==> config.mk <==
export PLATFORM = sky130hd
export DESIGN_NAME = seq_gen
export DESIGN_NICKNAME = d
export VERILOG_FILES = /design/src/rtl/seq_gen_pkg.sv /design/src/rtl/seq_gen_shreg.sv /design/src/rtl/seq_gen.sv
export SDC_FILE = /design/constraint.sdc
export NUM_CORES = 1
export LEC_CHECK = 0
export CORE_MARGIN = 2
export CORE_UTILIZATION = 55
export DETAILED_ROUTE_END_ITERATION = 8
export PLACE_DENSITY = 0.78
export SLEW_MARGIN = 5
export SYNTH_ARGS = -nofsm -noshare
export SYNTH_HDL_FRONTEND = slang
export SYNTH_SLANG_ARGS = --single-unit
==> constraint.sdc <==
create_clock -name clk -period 5.7 [get_ports clk]
set_input_delay 1.71 -clock clk [delete_from_list [all_inputs] [get_ports clk]]
set_output_delay 1.71 -clock clk [all_outputs]
set_load 0.02 [all_outputs]
Run 1, the metal 1 layer:
(8 px per um) Supply wires on this layer in gray. Cells faint in the background.
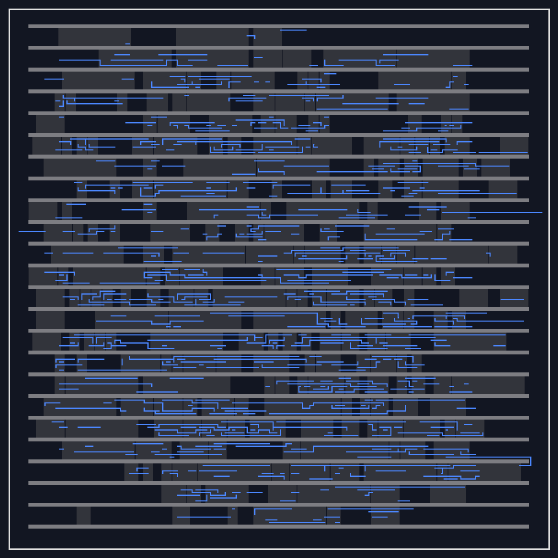
longest straight run: 22.5 um
nets with wire on the layer: 239
wire length on this layer: 2030 um
main direction: horizontal
share of all routed wire: 46%
routed vias: 1726
final WL: 4.36 mm

Run 1, metal 2:
(8 px per um)
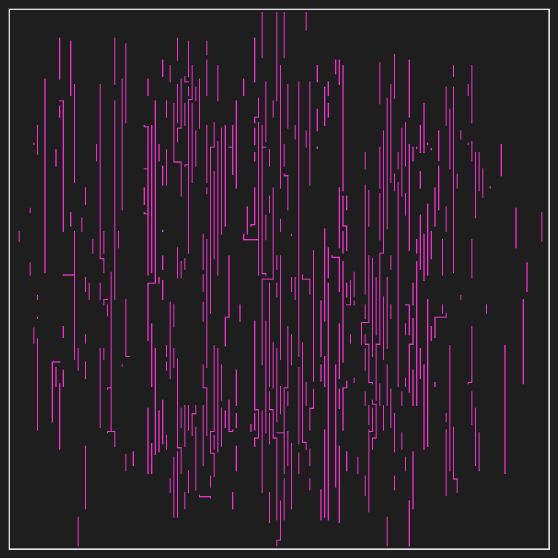
longest straight run: 34.3 um
wire length on this layer: 2090 um
nets with wire on the layer: 224
share of all routed wire: 48%
met2 Usage GRT: 38.1%

Run 1, metal 3:
(8 px per um) Cells faint in the background.
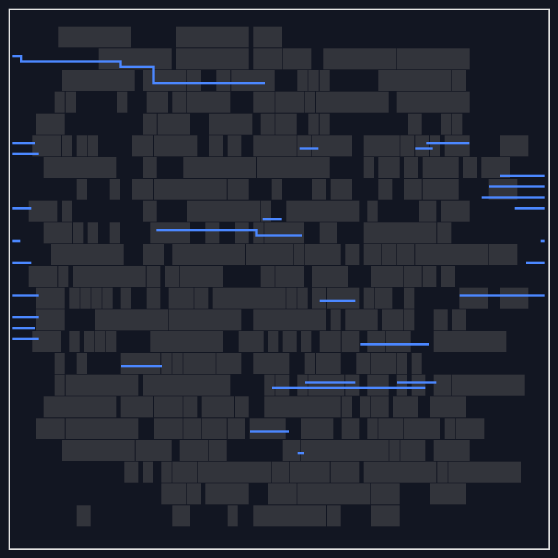
longest straight run: 18.9 um
main direction: horizontal
met3 track demand over resource: 3.50%

==> flow_summary.toml, run 1 <==
# yosys + openroad results
[floorplanning]
die_y_um = 67.3

[cts]
cts_tree = "done"

[routing]
firstDrtPassIters = 4
routed-wl-met3_um = 172

[synth]
synthCells = 231
postSynth.asyncResetShare_pct = 100
fp_nets = 260
yosys-stat-cells = 231

[hold_path]
hp-class = "reg -> reg"
whs_path_depth = 2

[placed_design]
dpl_worst_slack_ps = 2000
place_area_sq_um = 2470
place_hpwl_mm = 3.04

[worst_setup_path]
slowest_delay_ps = 610
crit_fanout = 15

[cells_and_area]
n_fill_cell = 322
ff_count = 37
final_cell_mix = "44 x nand2_1, 37 x dfrtp_1, 23 x clkdlybuf4s50_1"
signal_buffers = 24

[run_status]
status = "completed"

[power_and_ir_drop]
pwr-share-clk_pct = 18.4
switching_share_pct = 39.4

[sta]
setup_viol = 0
finalHoldViolations = 0
-- run 1: synth_stat cells (2+ instances only) --
cell	number	area (sq um)
o21ai_2	4	35.0
a211oi_2	2	25.0
o21ai_1	2	10.0
o21ai_0	20	100
dfrtp_1	37	926
nor2_1	10	37.5
nor2b_1	4	25.0
o32a_1	2	20.0
mux2_2	2	22.5
ha_1	9	113
mux2i_1	4	40.0
nand2b_1	3	18.8
clkbuf_1	5	18.8
nand2_1	44	165
a2bb2oi_2	7	105
a21o_1	8	60.1
or3_1	2	12.5
nand3_1	3	15.0
o22ai_1	3	18.8
nor3_1	7	35.0
or4_4	2	22.5
inv_1	11	41.3
a21oi_1	10	50.1
==> inputs of run 2 (changes only) <==
--- a/config.mk
+++ b/config.mk
@@ -6,9 +6,9 @@
 export NUM_CORES = 1
 export LEC_CHECK = 0
 export CORE_MARGIN = 2
-export CORE_UTILIZATION = 55
+export CORE_UTILIZATION = 50
 export DETAILED_ROUTE_END_ITERATION = 8
-export PLACE_DENSITY = 0.78
+export PLACE_DENSITY = 0.75
 export SLEW_MARGIN = 5
 export SYNTH_ARGS = -nofsm -noshare
 export SYNTH_HDL_FRONTEND = slang
==> constraint.sdc (replaced) <==
create_clock -name clk -period 2.81 [get_ports clk]
set_input_delay 0.843 -clock clk [delete_from_list [all_inputs] [get_ports clk]]
set_output_delay 0.843 -clock clk [all_outputs]
set_load 0.02 [all_outputs]
Run 2, the metal 1 layer:
(6 px per um) Supply wires on this layer in gray. Cells faint in the background.
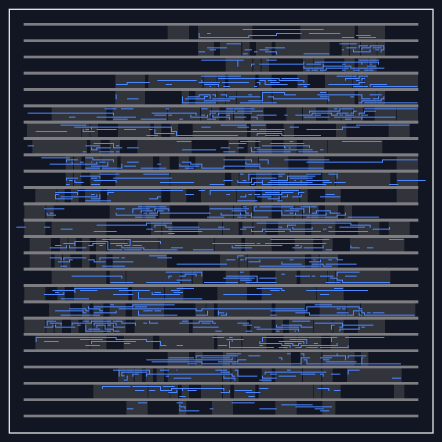
share of all routed wire: 46%
nets with wire on the layer: 256
main direction: horizontal
longest straight run: 17.5 um
routed vias: 1758
routing usage on met1: 26.3%
final WL: 4.58 mm

Run 2, clock wires, drivers and flops:
(4 px per um)
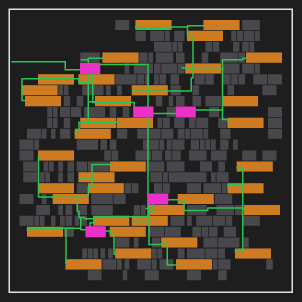
[green] clock wires | length: 464 um
[magenta] cells driving clock nets | count: 5
[orange] flip-flops | count: 37
routed clock nets: 6
Clk pwr share: 14.4%
Clock Power: 0.409 mW
clk latency late pin: 290 ps

==> flow_summary.toml, run 2 <==
# yosys + openroad results
[hold_path]
hp-class = "reg -> reg"
whs_path_depth = 2

[worst_setup_path]
crit_fanout = 9

[global_routing]
use_met3_pct = 5.34

[placed_design]
place_hpwl_mm = 3.32
dpl_worst_slack_ps = 208

[cts]
cts_tree = "done"

[synth]
yosys-stat-cells = 231
synthCells = 231
most_common_cell = "nand2_1"
top_cell_area_share_pct = 42.0
common_cells = "44 x nand2_1, 37 x dfrtp_1, 20 x o21ai_0"
fp_nets = 260
synthTopCellsByArea = "dfrtp_1 42%, nand2_1 7.5%, ha_1 5.1%"
synth_area_leader_cell = "dfrtp_1"

[cells_and_area]
n_fill_cell = 372

[sta]
finalHoldViolations = 0
setup_viol = 0

[floorplanning]
die_y_um = 70.4

[routing]
firstDrtPassIters = 4

[run_status]
status = "completed"
==> run 2: cell counts after synthesis <==
No cell type changed its count.
==> run 2: cell type report <==
class / instances / area [sq um] / area share (%)
inverter: 11 / 41.3 / 1.58
tap: 52 / 65.1 / 2.49
clock inverter: 1 / 5.00 / 0.192
multi-input combinational: 176 / 1200 / 46.1
clock buffer: 7 / 96.3 / 3.69
sequential: 37 / 926 / 35.5
timing repair buffer: 29 / 273 / 10.4
==> run 2: power breakdown <==
| part | internal, mW | switching [mW] |
|---|---|---|
| logic | 0.676 | 0.792 |
| clock network | 0.222 | 0.188 |
| registers | 0.780 | 0.185 |
| total | 1.68 | 1.16 |
==> run 2: critical path: stages <==
cell             delay, ps
clkdlybuf4s50_1        420
nand4bb_1              340
nor3_4                 420
o21ai_0                150
a21o_1                 210
a2bb2oi_2              130
No activity file was given, so power comes from the tool's default toggle rates.
